### config.mk
export PLATFORM = sky130hd
export DESIGN_NAME = mem_miss_ctrl_flat
export DESIGN_NICKNAME = d
export VERILOG_FILES = /design/src/rtl/mem_pkg.sv /design/src/rtl/mem_miss_ctrl_if.sv /design/src/rtl/sat_counter.sv /design/src/rtl/mem_miss_ctrl.sv /design/src/flat_wrapper.sv
export SDC_FILE = /design/constraint.sdc
export NUM_CORES = 1
export LEC_CHECK = 0
export CAP_MARGIN = 10
export CORE_MARGIN = 4
export CORE_UTILIZATION = 25
export DETAILED_ROUTE_END_ITERATION = 8
export PLACE_DENSITY_LB_ADDON = 0.2
export SETUP_SLACK_MARGIN = 0.3
export SLEW_MARGIN = 20
export SYNTH_ARGS = -nofsm -noshare
export SYNTH_HDL_FRONTEND = slang
export SYNTH_HIERARCHICAL = 1
export SYNTH_SLANG_ARGS = --single-unit
### constraint.sdc
create_clock -name clk -period 2.78 [get_ports clk]
set_input_delay 0.556 -clock clk [delete_from_list [all_inputs] [get_ports clk]]
set_output_delay 0.556 -clock clk [all_outputs]
set_load 0.02 [all_outputs]
### src/rtl/mem_pkg.sv
// Shared constants, state encoding and types for the load-miss controller.
package mem_pkg;

   localparam int ADDR_W     = 32;
   localparam int DATA_W     = 32;
   localparam int LINE_WORDS = 4;
   localparam int WORD_IDX_W = 2;
   localparam int COUNT_W    = 16;
   localparam int OFFSET_W   = 4;

   localparam logic [2:0] ST_IDLE   = 3'd0;
   localparam logic [2:0] ST_REQ    = 3'd1;
   localparam logic [2:0] ST_WAIT   = 3'd2;
   localparam logic [2:0] ST_FILL   = 3'd3;
   localparam logic [2:0] ST_REPLAY = 3'd4;

   typedef logic [ADDR_W-1:0]     addr_t;
   typedef logic [DATA_W-1:0]     data_t;
   typedef logic [WORD_IDX_W-1:0] word_idx_t;
   typedef logic [COUNT_W-1:0]    count_t;

   typedef struct packed {
      logic      we;
      word_idx_t word;
      data_t     data;
   } fill_beat_t;

   function automatic addr_t line_base(input addr_t a);
      return {a[ADDR_W-1:OFFSET_W], {OFFSET_W{1'b0}}};
   endfunction

endpackage

### src/rtl/mem_miss_ctrl_if.sv
// Pipeline, cache and main-memory signals seen by the load-miss controller.
interface mem_miss_ctrl_if;
   import mem_pkg::*;

   logic      mem_read;
   logic      mem_write;
   addr_t     addr;
   logic      cache_hit;
   logic      mm_ready;
   logic      mm_valid;
   data_t     mm_rdata;
   logic      mm_req;
   addr_t     mm_addr;
   logic      fill_we;
   word_idx_t fill_word;
   data_t     fill_data;
   logic      stall;
   logic      hit_out;
   count_t    miss_count;

   modport master (
      output mem_read, mem_write, addr, cache_hit, mm_ready, mm_valid, mm_rdata,
      input  mm_req, mm_addr, fill_we, fill_word, fill_data, stall, hit_out, miss_count
   );

   modport slave (
      input  mem_read, mem_write, addr, cache_hit, mm_ready, mm_valid, mm_rdata,
      output mm_req, mm_addr, fill_we, fill_word, fill_data, stall, hit_out, miss_count
   );

endinterface

### src/rtl/sat_counter.sv
// Up-counter that sticks at all-ones instead of wrapping; synchronous clear.
module sat_counter #(
   parameter int WIDTH = 16
) (
   input  logic             clk,
   input  logic             rst_n,
   input  logic             clear_i,
   input  logic             inc_i,
   output logic [WIDTH-1:0] count_o
);

   logic [WIDTH-1:0] count_q;
   logic [WIDTH-1:0] count_d;

   // Next count: clear wins, increment only below the ceiling.
   always_comb begin
      count_d = count_q;
      if (clear_i) begin
         count_d = {WIDTH{1'b0}};
      end else if (inc_i && (count_q != {WIDTH{1'b1}})) begin
         count_d = count_q + {{(WIDTH-1){1'b0}}, 1'b1};
      end else begin
         count_d = count_q;
      end
   end

   // Count register.
   always_ff @(posedge clk or negedge rst_n) begin
      if (!rst_n) begin
         count_q <= {WIDTH{1'b0}};
      end else begin
         count_q <= count_d;
      end
   end

   assign count_o = count_q;

endmodule

### src/rtl/mem_miss_ctrl.sv
// Blocking-cache load-miss controller: stalls the pipe, fetches a 4-word line,
// writes it into the cache word by word, then replays the lookup.
module mem_miss_ctrl
   import mem_pkg::*;
(
   input  logic           clk,
   input  logic           rst_n,
   mem_miss_ctrl_if.slave bus
);

   logic [2:0] state_q, state_d;
   addr_t      base_q, base_d;
   logic       mm_req_q, mm_req_d;
   logic       busy_q, busy_d;
   word_idx_t  beat_q, beat_d;
   fill_beat_t fill_q, fill_d;
   count_t     miss_count_s;

   logic miss_s;
   logic idle_s;
   logic last_write_s;
   logic capture_s;
   logic unused_s;

   assign miss_s       = bus.mem_read & ~bus.cache_hit;
   assign idle_s       = (state_q == ST_IDLE);
   assign last_write_s = fill_q.we & (fill_q.word == word_idx_t'(LINE_WORDS - 1));
   // Once the last word is being written the line is complete; stray beats are dropped.
   assign capture_s    = bus.mm_valid &
                         ((state_q == ST_WAIT) | ((state_q == ST_FILL) & ~last_write_s));

   // Stores are write-through and never reach this block; offset bits are unused.
   assign unused_s = &{1'b0, bus.mem_write, bus.addr[OFFSET_W-1:0]};

   // State transitions and line-base capture.
   always_comb begin
      state_d = state_q;
      base_d  = base_q;
      case (state_q)
         ST_IDLE: begin
            if (miss_s) begin
               state_d = ST_REQ;
               base_d  = line_base(bus.addr);
            end else begin
               state_d = ST_IDLE;
            end
         end
         ST_REQ: begin
            if (bus.mm_ready) begin
               state_d = ST_WAIT;
            end else begin
               state_d = ST_REQ;
            end
         end
         ST_WAIT: begin
            if (bus.mm_valid) begin
               state_d = ST_FILL;
            end else begin
               state_d = ST_WAIT;
            end
         end
         ST_FILL: begin
            if (last_write_s) begin
               state_d = ST_REPLAY;
            end else begin
               state_d = ST_FILL;
            end
         end
         ST_REPLAY: begin
            // A re-lookup that still misses refetches the same line; not a new load miss.
            if (bus.cache_hit) begin
               state_d = ST_IDLE;
            end else begin
               state_d = ST_REQ;
            end
         end
         default: begin
            state_d = ST_IDLE;
         end
      endcase
   end

   // Fill datapath: register each returned word and strobe it into the cache.
   always_comb begin
      fill_d    = fill_q;
      fill_d.we = 1'b0;
      beat_d    = beat_q;
      if (capture_s) begin
         fill_d.we   = 1'b1;
         fill_d.word = beat_q;
         fill_d.data = bus.mm_rdata;
         beat_d      = beat_q + word_idx_t'(1);
      end else if (state_q == ST_REQ) begin
         beat_d = word_idx_t'(0);
      end else begin
         beat_d = beat_q;
      end
   end

   assign mm_req_d = (state_d == ST_REQ);
   assign busy_d   = (state_d != ST_IDLE);

   // Controller state and registered outputs.
   always_ff @(posedge clk or negedge rst_n) begin
      if (!rst_n) begin
         state_q  <= ST_IDLE;
         base_q   <= 32'h0000_0000;
         mm_req_q <= 1'b0;
         busy_q   <= 1'b0;
         beat_q   <= 2'd0;
         fill_q   <= '0;
      end else begin
         state_q  <= state_d;
         base_q   <= base_d;
         mm_req_q <= mm_req_d;
         busy_q   <= busy_d;
         beat_q   <= beat_d;
         fill_q   <= fill_d;
      end
   end

   sat_counter #(
      .WIDTH (COUNT_W)
   ) u_miss_cnt (
      .clk     (clk),
      .rst_n   (rst_n),
      .clear_i (1'b0),
      .inc_i   (idle_s & miss_s),
      .count_o (miss_count_s)
   );

   assign bus.mm_req     = mm_req_q;
   assign bus.mm_addr    = base_q;
   assign bus.fill_we    = fill_q.we;
   assign bus.fill_word  = fill_q.word;
   assign bus.fill_data  = fill_q.data;
   // Only the IDLE-cycle miss detect is combinational, so the pipe freezes in the miss cycle.
   assign bus.stall      = busy_q | (idle_s & miss_s);
   assign bus.hit_out    = ~bus.stall;
   assign bus.miss_count = miss_count_s;

endmodule

### src/flat_wrapper.sv
// flat-port wrapper written by rule: the top's interface ports become plain ports
module mem_miss_ctrl_flat import mem_pkg::*;
  (clk, rst_n, bus_mem_read, bus_mem_write, bus_addr, bus_cache_hit, bus_mm_ready, bus_mm_valid, bus_mm_rdata, bus_mm_req, bus_mm_addr, bus_fill_we, bus_fill_word, bus_fill_data, bus_stall, bus_hit_out, bus_miss_count);
  mem_miss_ctrl_if bus_i ();
  input  logic clk;
  input  logic rst_n;
  input wire logic [$bits(bus_i.mem_read)-1:0] bus_mem_read;
  input wire logic [$bits(bus_i.mem_write)-1:0] bus_mem_write;
  input wire logic [$bits(bus_i.addr)-1:0] bus_addr;
  input wire logic [$bits(bus_i.cache_hit)-1:0] bus_cache_hit;
  input wire logic [$bits(bus_i.mm_ready)-1:0] bus_mm_ready;
  input wire logic [$bits(bus_i.mm_valid)-1:0] bus_mm_valid;
  input wire logic [$bits(bus_i.mm_rdata)-1:0] bus_mm_rdata;
  output wire logic [$bits(bus_i.mm_req)-1:0] bus_mm_req;
  output wire logic [$bits(bus_i.mm_addr)-1:0] bus_mm_addr;
  output wire logic [$bits(bus_i.fill_we)-1:0] bus_fill_we;
  output wire logic [$bits(bus_i.fill_word)-1:0] bus_fill_word;
  output wire logic [$bits(bus_i.fill_data)-1:0] bus_fill_data;
  output wire logic [$bits(bus_i.stall)-1:0] bus_stall;
  output wire logic [$bits(bus_i.hit_out)-1:0] bus_hit_out;
  output wire logic [$bits(bus_i.miss_count)-1:0] bus_miss_count;
  assign bus_i.mem_read = bus_mem_read;
  assign bus_i.mem_write = bus_mem_write;
  assign bus_i.addr = bus_addr;
  assign bus_i.cache_hit = bus_cache_hit;
  assign bus_i.mm_ready = bus_mm_ready;
  assign bus_i.mm_valid = bus_mm_valid;
  assign bus_i.mm_rdata = bus_mm_rdata;
  assign bus_mm_req = bus_i.mm_req;
  assign bus_mm_addr = bus_i.mm_addr;
  assign bus_fill_we = bus_i.fill_we;
  assign bus_fill_word = bus_i.fill_word;
  assign bus_fill_data = bus_i.fill_data;
  assign bus_stall = bus_i.stall;
  assign bus_hit_out = bus_i.hit_out;
  assign bus_miss_count = bus_i.miss_count;
  mem_miss_ctrl u_core (.clk(clk), .rst_n(rst_n), .bus(bus_i));
endmodule
==> metrics.yaml, run 1 <==
logic_synthesis:
  fa_ha_area_frac: 0.00332
  simple_gate_share: 0.101
  syn_area_um2: 3770
  synthMuxAreaShare: 0.229
  synth_cells: 268
  synth_cell_types: 40
floorplan:
  chipArea_um2: 17100
  fp_util: 0.258
  taps: 184
  io_pins: 157
worst_setup_path:
  worstSetupPathType: "input pin to primary output"
  endpoint_kind: "primary output"
  cp-start-kind: "input pin"
power:
  p_seq_mw: 2.04
  total_power_mw: 5.97
  clock_net_power_mw: 1.30
  p_switching_mw: 1.91
  netSwitchingFraction: 0.320
  p_int_mw: 4.06
  p_leak_nw: 2.40
  pwr-share-clk: 0.219
route:
  routed-wl-met2_um: 4170
  drt-initial-drc-count: 89
  ant_nets: 0
  drc: 0
  met1_length_um: 3840
  met3WireLength_um: 941
  topRoutingLayerUsed: "met4"
  first_pass_iters: 4
  routed_wirelength_um: 9000
layout:
  area_delta_synth_final_pct: 52.1
  clock_area_frac: 0.0565
  buffer_area_frac: 0.269
  nFillCells: 1390
  final_area_um2: 5740
  sh_seq_area: 0.375
  most-common-layout-cells: "clkdlybuf4s50_1, dfrtp_1, mux2_2, mux2_4, a21oi_1"
  largest_reg_flops: 32
  logic_gate_count: 165
  layout.cells.most_common: "clkdlybuf4s50_1"
  num-clock-buffers: 12
  nonClockBufferCount: 154
  logic_area_um2: 1470
timing:
  finalSetupTns_ps: 0
  max_freq_ghz: 0.412
  clock_skew_ps: 5.22
  worstMarginPinSlew_ps: 703
  worst_slack_ps: 355
  whs_ps: 262
  grt_setup_unrepaired: "no"
  period_used_share: 0.872
grt:
  antenna_found_initial: 0
  grt_pass1_wl_um: 14700
  grt-busiest-layer: "met2"
  grt_overflow: 0
place:
  post-place-ws_ps: 126
  place_congestion: 0.721
  placed_cell_area_um2: 5420
job:
  max_cap_viol_count: 0
clocking:
  cts_tree: "yes"
  clk_pin_slew_ps: 60
run_status:
  status: "completed"
-- run 1: worst paths after layout --
kind,endpoint,slack [ps],cells after the start,start
min in group clk,u_core/bus.mm_addr[13],500,1,u_core/bus.mm_addr[13]
worst max register to register,u_core/u_miss_cnt/count_o[3],650,7,u_core/state_q[0]
worst max-delay path,bus_stall,360,5,bus_cache_hit
worst min-delay path,u_core/u_miss_cnt/count_o[14],260,1,rst_n
worst min register to register,u_core/bus.mm_addr[13],500,1,u_core/bus.mm_addr[13]
max in group asynchronous,u_core/bus.mm_addr[9],1860,2,rst_n
-- run 1: synthesized netlist by cell type --
master     n  area share
buf_6      2      0.0060
mux2_4    27        0.11
o31ai_1    7       0.014
nor2b_1    5      0.0083
nor3b_1    1      0.0020
nand4_1    7       0.012
or3b_2     1      0.0023
clkbuf_1   5      0.0050
o21ai_1    3      0.0040
ha_1       1      0.0033
and3_1     4      0.0066
mux2_1     4       0.012
nor4_1     4      0.0066
nor4_4     1      0.0056
nand4_2    1      0.0033
nor3_1     1      0.0013
dfrtp_1   86        0.57
or3_2      1      0.0020
xnor2_1    1      0.0023
or3_1      2      0.0033
o21ai_0    3      0.0040
or4_2      2      0.0046
a211oi_2   1      0.0033
inv_1      5      0.0050
buf_12     3       0.016
conb_1     1     0.00099
mux2_2    35        0.10
and4_2     2      0.0053
nand2_1   10      0.0099
or4b_2     1      0.0027
or4_1      5      0.0099
or2_2      1      0.0017
buf_4      7       0.014
o211ai_1   2      0.0040
nand3b_1   1      0.0020
nand3_1    3      0.0040
o211ai_2   1      0.0033
nor2_1     8      0.0080
mux2i_1    2      0.0053
a21oi_1   11       0.015
-- run 1: worst max-delay path: cells and delay by family --
kind / cells / cell delay, ps
buf+inv: 2 / 800
simple gates: 3 / 520
run_1/congestion.png
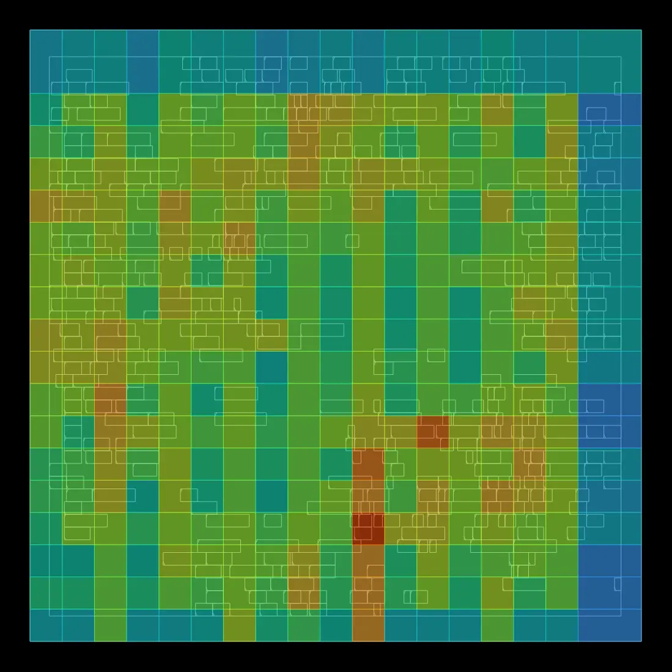
GRT Overall Usage: 0.108
grt met3 use: 0.0598
GR Util met1: 0.129
routed length per instance: 14.8 um

run_1/layer_met1.png
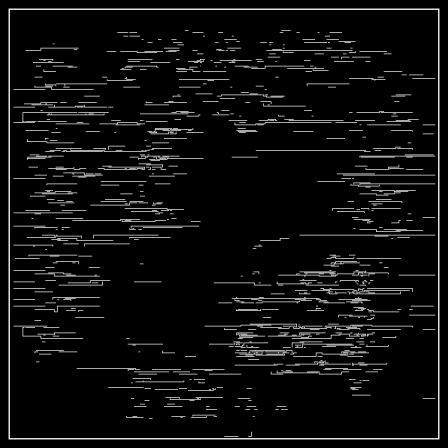
The wires run mostly horizontal. The layer carries 3840 um of wire. The longest straight run is 41.4 um. The layer holds 43% of the routed length.

run_1/layer_met3.png
The bar under the picture is 50 um long.
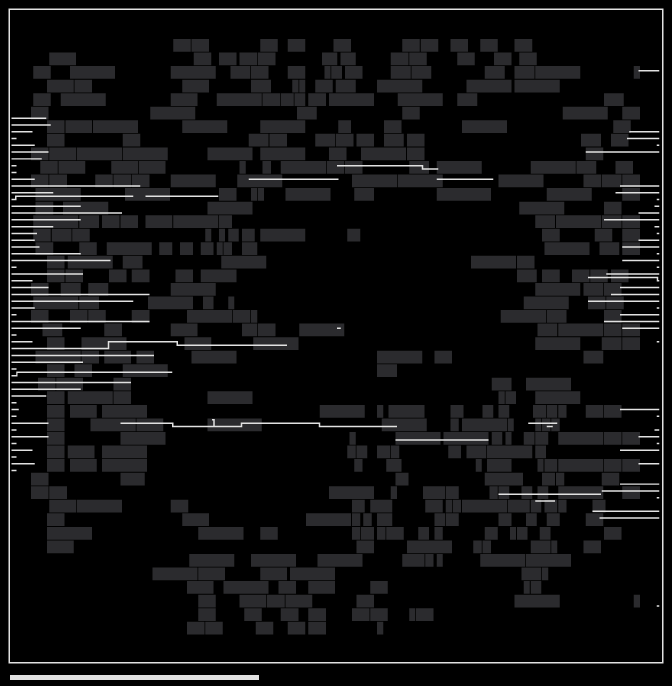
99 nets have wire on it. The layer carries 941 um of wire. The longest straight run is 31.0 um.

==> run 1 -> run 2 <==
- SLEW_MARGIN: 20 -> 0
run_2/layer_met3.png
The bar under the picture is 50 um long.
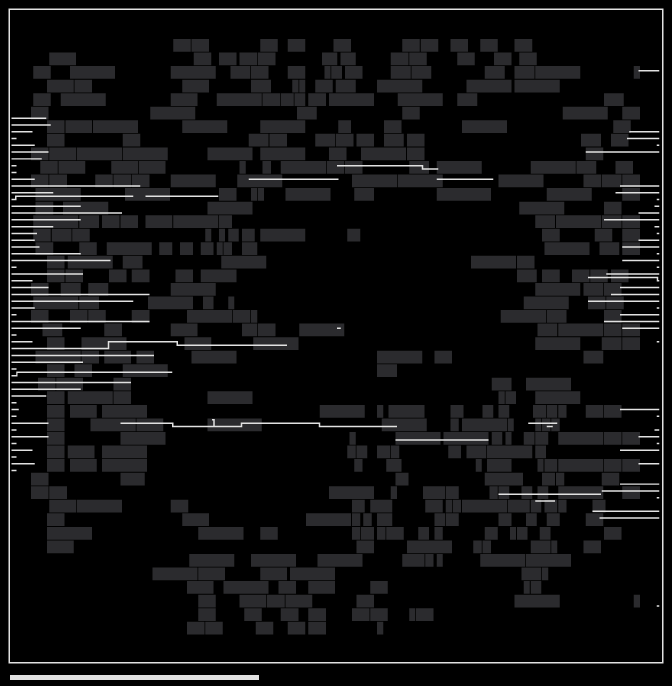
The layer holds 10% of the routed length. The wires run mostly horizontal. The longest straight run is 31.0 um.
Vias: 2682
Total Wirelength: 9000 um

run_2/congestion.png
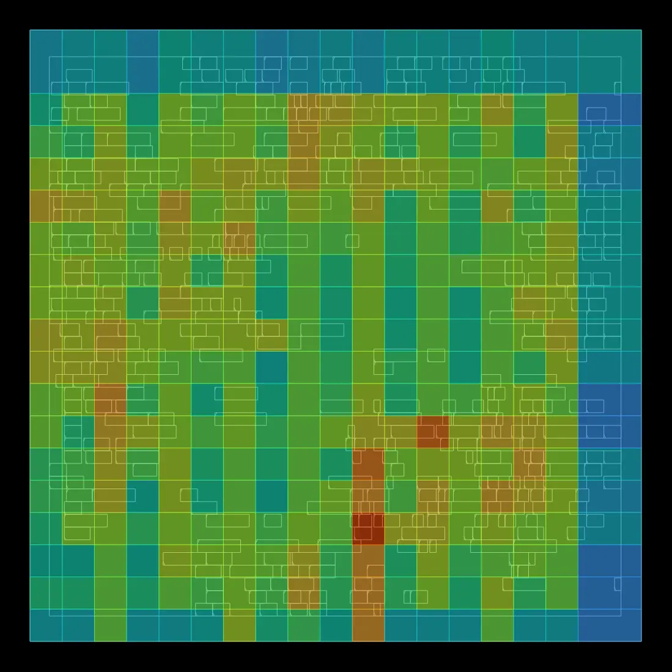
Final Core Density: 0.392
grt peak-use layer: met2
Global Route met2 Usage: 0.174

run_2/layer_met2.png
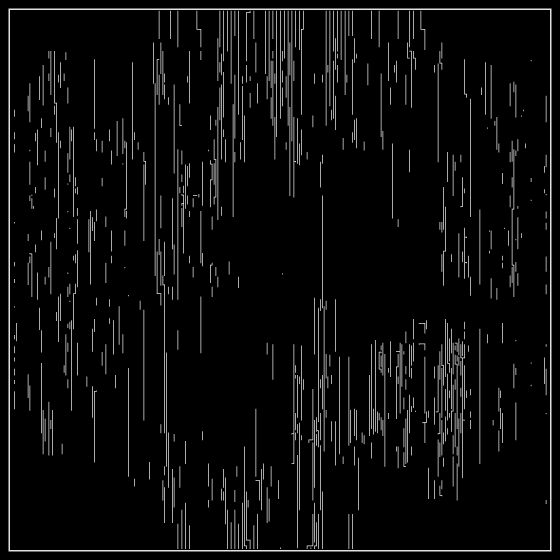
433 nets have wire on it. The longest straight run is 46.6 um. The layer carries 4170 um of wire. The layer holds 46% of the routed length. The wires run mostly vertical.

==> run 2 against run 1 <==
Non-clock buffer count is the same. Critical path depth stayed put. Worst setup slack stayed put. Sequential share of layout area did not move. Critical endpoint unchanged.
==> metrics.yaml, run 2 <==
worst_setup_path:
  endpoint_kind: "primary output"
  critical_path.max_stage_delay_ps: 480
  cp.arrival_ps: 1870
  worstSetupPathType: "input pin to primary output"
  cp-start-kind: "input pin"
  cp.required_ps: 2220
  cp_slowest_cell: "clkdlybuf4s50_1"
  path_max_fanout: 3
logic_synthesis:
  ys_async_sr_fraction: 1.00  # unchanged
  yosysCellCount: 268
  synth-edff-count: 0  # unchanged
  fa_ha_area_frac: 0.00332  # unchanged
  synth_cells: 268  # unchanged
  top_cell: "dfrtp_1"
  synth_area_per_cell_um2: 14.1
  syn_area_um2: 3770  # unchanged
  compound_area_frac: 0.0471
  synth_top_area_share: 0.570  # unchanged
  simple_gate_share: 0.101  # unchanged
  synthMuxAreaShare: 0.229  # unchanged
  synth_cell_types: 40  # unchanged
  yosys.area.top_type: "dfrtp_1"
  ys.flop_type: "dfrtp_1"
  synth_warnings: 6
  xor_area_frac: 0.00232
  area_leaders: "dfrtp_1, mux2_4, mux2_2"
  yosysChipArea_um2: 3770
  common_cells: "dfrtp_1, mux2_2, mux2_4"
  ys_seq_share: 0.570
power:
  power_leader: "combinational cells"
  p_leak_nw: 2.40  # unchanged
  pwr-share-clk: 0.219  # about the same
  combPwrFrac: 0.439
  p_seq_mw: 2.04  # about the same
  pwr-share-seq: 0.343
  clock_net_power_mw: 1.30  # about the same
  p_switching_mw: 1.91  # unchanged
  power_density_nw_per_um2: 1040
  netSwitchingFraction: 0.320  # unchanged
  peakVddDrop_uv: 543
  total_power_mw: 5.97  # unchanged
  p_int_mw: 4.06  # unchanged
place:
  placed_cell_area_um2: 5420  # unchanged
  dp_hpwl_um: 6530
  io_buffers: 147
  place_congestion: 0.721  # unchanged
timing:
  whs_ps: 262  # unchanged
  setup_viol: 0
  relSlewSlack: 0.531
  max_freq_ghz: 0.412  # unchanged
  finalSetupTns_ps: 0  # unchanged
  period_used_share: 0.872  # unchanged
  grt_setup_unrepaired: "no"
  clock_skew_ps: 5.22  # unchanged
  worstMarginPinSlew_ps: 703  # unchanged
layout:
  largest_reg_flops: 32  # unchanged
  drive_above_1_share: 0.228
  most-common-layout-cells: "clkdlybuf4s50_1, dfrtp_1, mux2_2, mux2_4, a21oi_1"
  finalNetCount: 493
  final_area_um2: 5740  # unchanged
  area_delta_synth_final_pct: 52.1  # unchanged
  layout.cells.most_common: "clkdlybuf4s50_1"
floorplan:
  core_um2: 14600
  fp_util: 0.258  # unchanged
  fp.dieH_um: 131
  die_w_um: 131
  io_pins: 157  # unchanged
  chipArea_um2: 17100  # unchanged
grt:
  grt_overflow: 0  # unchanged
  grt_max_degree: 54
  globalRouteTotalUtil: 0.108  # unchanged
  grt_pass1_wl_um: 14700  # unchanged
  grt_pass1_vias: 2854
  antenna_found_initial: 0  # unchanged
clocking:
  cts_sinks: 86
  cts_tree: "yes"
  cts_buffers: 9
  clock_path_buffers: 2
  clk_pin_slew_ps: 60  # about the same
  hold_buffers: 0
route:
  first_pass_iters: 4  # unchanged
  ant_nets: 0  # unchanged
  drc: 0  # unchanged
  via_per_inst: 4.40
  drt-initial-drc-count: 89  # unchanged
  routedWlPerCell_um: 14.8  # unchanged
run_status:
  status: "completed"
job:
  max_cap_viol_count: 0  # unchanged
hold_path:
  hold_class: "input pin to asynchronous set/reset pin"
==> run 2: final timing paths <==
path	start	to	slack, ps	cells past startpoint
worst min-delay path	rst_n	u_core/u_miss_cnt/count_o[14]	260	1
worst min register to register	u_core/bus.mm_addr[13]	u_core/bus.mm_addr[13]	500	1
min in group clk	u_core/bus.mm_addr[13]	u_core/bus.mm_addr[13]	500	1
max in group asynchronous	rst_n	u_core/bus.mm_addr[9]	1860	2
worst max register to register	u_core/state_q[0]	u_core/u_miss_cnt/count_o[3]	650	7
worst max-delay path	bus_cache_hit	bus_stall	360	5
==> run 2: layout make-up <==
type / instances / area, um2
Tap cell: 184 / 230
Multi-Input combinational cell: 165 / 1470
Fill cell: 1390 / 8910
Sequential cell: 86 / 2150
Inverter: 5 / 18.8
Clock inverter: 3 / 67.6
Clock buffer: 12 / 256
Timing Repair Buffer: 154 / 1540
==> run 2: critical path: cells and delay by family <==
family                 cells  cell delay [ps]
buffers and inverters      2              800
and+or+nand+nor            3              520
==> run 2: repair_timing <==
action,4_1_cts,5_1_grt
gates resized,2,0
setup buffers,0,0
endpoints found under the hold margin,0,0
endpoints found under the setup margin,2,0
==> run 2: metal layers <==
layer / GRT usage / up-vias / share of wire
met2: 0.174 / 115 / 0.46
met5: 0 / - / 0
met1: 0.129 / 1296 / 0.43
met4: 0.0200 / 0 / 0.0058
met3: 0.0598 / 4 / 0.10
li1: - / 1267 / -
==> run 2: logic make-up after synthesis <==
kind of cell,count (synthesis)
muxes,68
DFF,86
AOI/OAI and AO/OA,28
and+or+nand+nor,61
buffers and inverters,22
adders and majority gates,1
xor gates and xnor gates,1
other,1
==> run 2: per-stage QoR <==
step                      setup slack (ps)  cells
final                                  355    609
after global routing                   326    609
after CTS                              349    609
after detailed placement               126    594
after global placement                 135    594
after floorplan                        591    273
Power is estimated from default activity; no workload was simulated.
